==> images/power_grid.png <==
Bar = 20 um. Pins as bars on the die edge. Tap cells in grey.
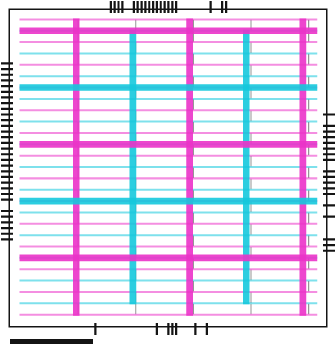
==> images/placement_by_type.png <==
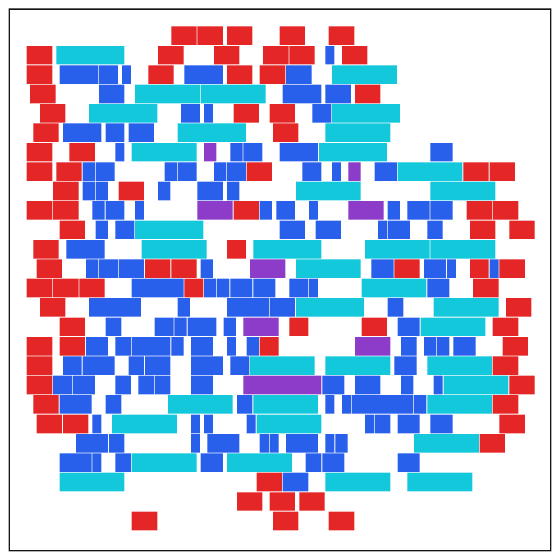
==> images/clk_routes.png <==
Bar = 20 um.
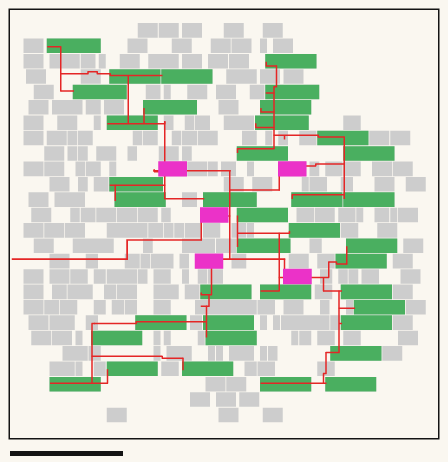
==> config.mk <==
export PLATFORM = sky130hd
export DESIGN_NAME = reg_write_arbiter
export DESIGN_NICKNAME = d
export VERILOG_FILES = /design/src/rtl/reg_write_arbiter.sv
export SDC_FILE = /design/constraint.sdc
export NUM_CORES = 1
export LEC_CHECK = 0
export CORE_MARGIN = 2
export CORE_UTILIZATION = 40
export CTS_CLUSTER_DIAMETER = 60
export DETAILED_ROUTE_END_ITERATION = 7
export GPL_ROUTABILITY_DRIVEN = 0
export PLACE_DENSITY = 0.73
export SYNTH_ARGS = -nofsm -noshare
export SYNTH_HDL_FRONTEND = slang
export SYNTH_SLANG_ARGS = --single-unit
==> constraint.sdc <==
create_clock -name clk -period 3.26 [get_ports clk]
set_input_delay 0.815 -clock clk [delete_from_list [all_inputs] [get_ports clk]]
set_output_delay 0.815 -clock clk [all_outputs]
set_load 0.005 [all_outputs]
==> results.txt <==
run results: cell type with the largest total area dfrtp_1, library cells used by synthesis between 40 and 50, first-pass GRT wire length just under 8000 um, crit-path cells clkdlybuf4s50_1 -> or4_1 -> clkdlybuf4s50_1, Port Buffers approximately 74, R2R cell count 5, total global-route track usage ~18%, share of layout cells above drive strength 1 ~14%, Root Driver clkbuf_8, fin nets a little over 300, clock tree buffer depth 2, internal power approximately 1.6 mW, # DRC 0, initial antenna violation count 0, die extent in x ~76 um, pins over their slew limit 0, slew margin rel. 57.11%, Crit Path Class input port to primary output, outcome completed, FF-to-FF setup slack 1.21 ns, number of flip-flops under the largest register name 16, Comb pwr share between 50 and 60%, Cell Count Post-Placement between 300 and 400, post-synthesis compound-gate area fraction 14.85%, maximum vdd drop between 0.4 and 0.5 mV, #FFs+latches synth 38, Syn Std Cell Area around 2100 um^2, pin count of the biggest net entering global routing 39, non-filler instance count after layout between 300 and 400, Vias ~1700, Synth async-reset ratio 100.0%, Post-Synthesis Cells 182, max-cap viol count 0, setup violators final 0, setup TNS 0 ns, worst hold path class flop to flop, DR iter-0 viols 88, Placement Rows 26, Largest logic family simple AND/OR/NAND/NOR gates, synthesized area per cell approximately 11 um^2, ys cells around 180, Detail Route Antenna Nets 0, Power Clock ~0.39 mW, vias in the first global route 1636, Seq group around 0.87 mW, P_sw roughly 0.9 mW
About power_grid.png:
VSS -> magenta
VDD -> cyan
rows = 26
met1 rails = 27
signal pins = 75
met5 straps = 5
Chip Height: 75.69 um
Core Region: 5042 um^2

About placement_by_type.png:
combinational and other logic -> blue  # cells 138, share of their area 36%
remaining buffers and delay cells -> red  # cells 79, share of their area 27%
clock drivers and dummy loads -> purple  # cells 8, share of their area 3.7%
sequential cells -> cyan  # cells 38, share of their area 33%
Seq area share: 32.09%
Design Area, Final: 2994 um^2

About clk_routes.png:
clock wires -> red  # length 434 um
clock drivers -> magenta  # count 5
flip-flops -> green  # count 38
routed clock nets = 6
Setup Skew: 0.002128 ns
Clock power frac: 15.2%

[routing by layer]
layer	vias up	part of all wire, %
li1	832	-
met4	0	0.17
met5	-	0
met1	817	47
met3	2	7.8
met2	76	45
[through the flow]
stage                     setup WS (ns)  cell area, um^2  util (%)  power [mW]  hold WS (ns)
after floorplan                   1.003             2056         -       1.622        0.4682
after global placement           0.2263             2885     57.22       2.153        0.4600
after detailed placement         0.2270             2885     57.22       2.189        0.4703
after CTS                        0.2076             2994     59.38       2.577        0.4852
after global routing             0.1694             2994     59.38       2.744        0.5081
final                            0.2052             2994     59.38       2.557        0.4824
[final cells by class]
class                      instances  area, um^2
tap                               70       87.58
clock inverter                     3       40.04
timing repair buffer              79       778.2
multi-input combinational        134        1044
clock buffer                       5       68.82
sequential                        38       960.9
inverter                           4       15.01
fill                             442        2048
[critical path, delay by kind of cell]
| family | cells | cell delay, ns |
|---|---|---|
| and+or+nand+nor | 1 | 0.53 |
| buffers and inverters | 2 | 0.90 |
[cells in the mapped netlist, drive strengths merged (2+ instances only)]
cell     n
a21oi    2
ha       5
xnor2   11
and3     2
dfstp    8
a221o    9
nand4    2
a211oi  14
mux2i    2
and2     6
nand3   15
o21ai   10
mux2     7
xor2     4
dfrtp   30
nand2b   5
nand2   12
inv      4
nor2    11
and4     5
buf      5
[placed cells by master (no fill, tap or decap), drive strengths merged, types with 5 or more instances in the layout]
| cell type | instances |
|---|---|
| buf | 5 |
| dfstp | 8 |
| a221o | 9 |
| ha | 5 |
| and4 | 5 |
| clkbuf | 5 |
| xnor2 | 11 |
| clkdlybuf4s50 | 74 |
| o21ai | 10 |
| mux2 | 7 |
| and2 | 6 |
| a211oi | 14 |
| dfrtp | 30 |
| nor2 | 11 |
| nand2b | 5 |
| nand3 | 15 |
| nand2 | 12 |
Power figures rest on the tool's default switching activity, not on a simulated workload.
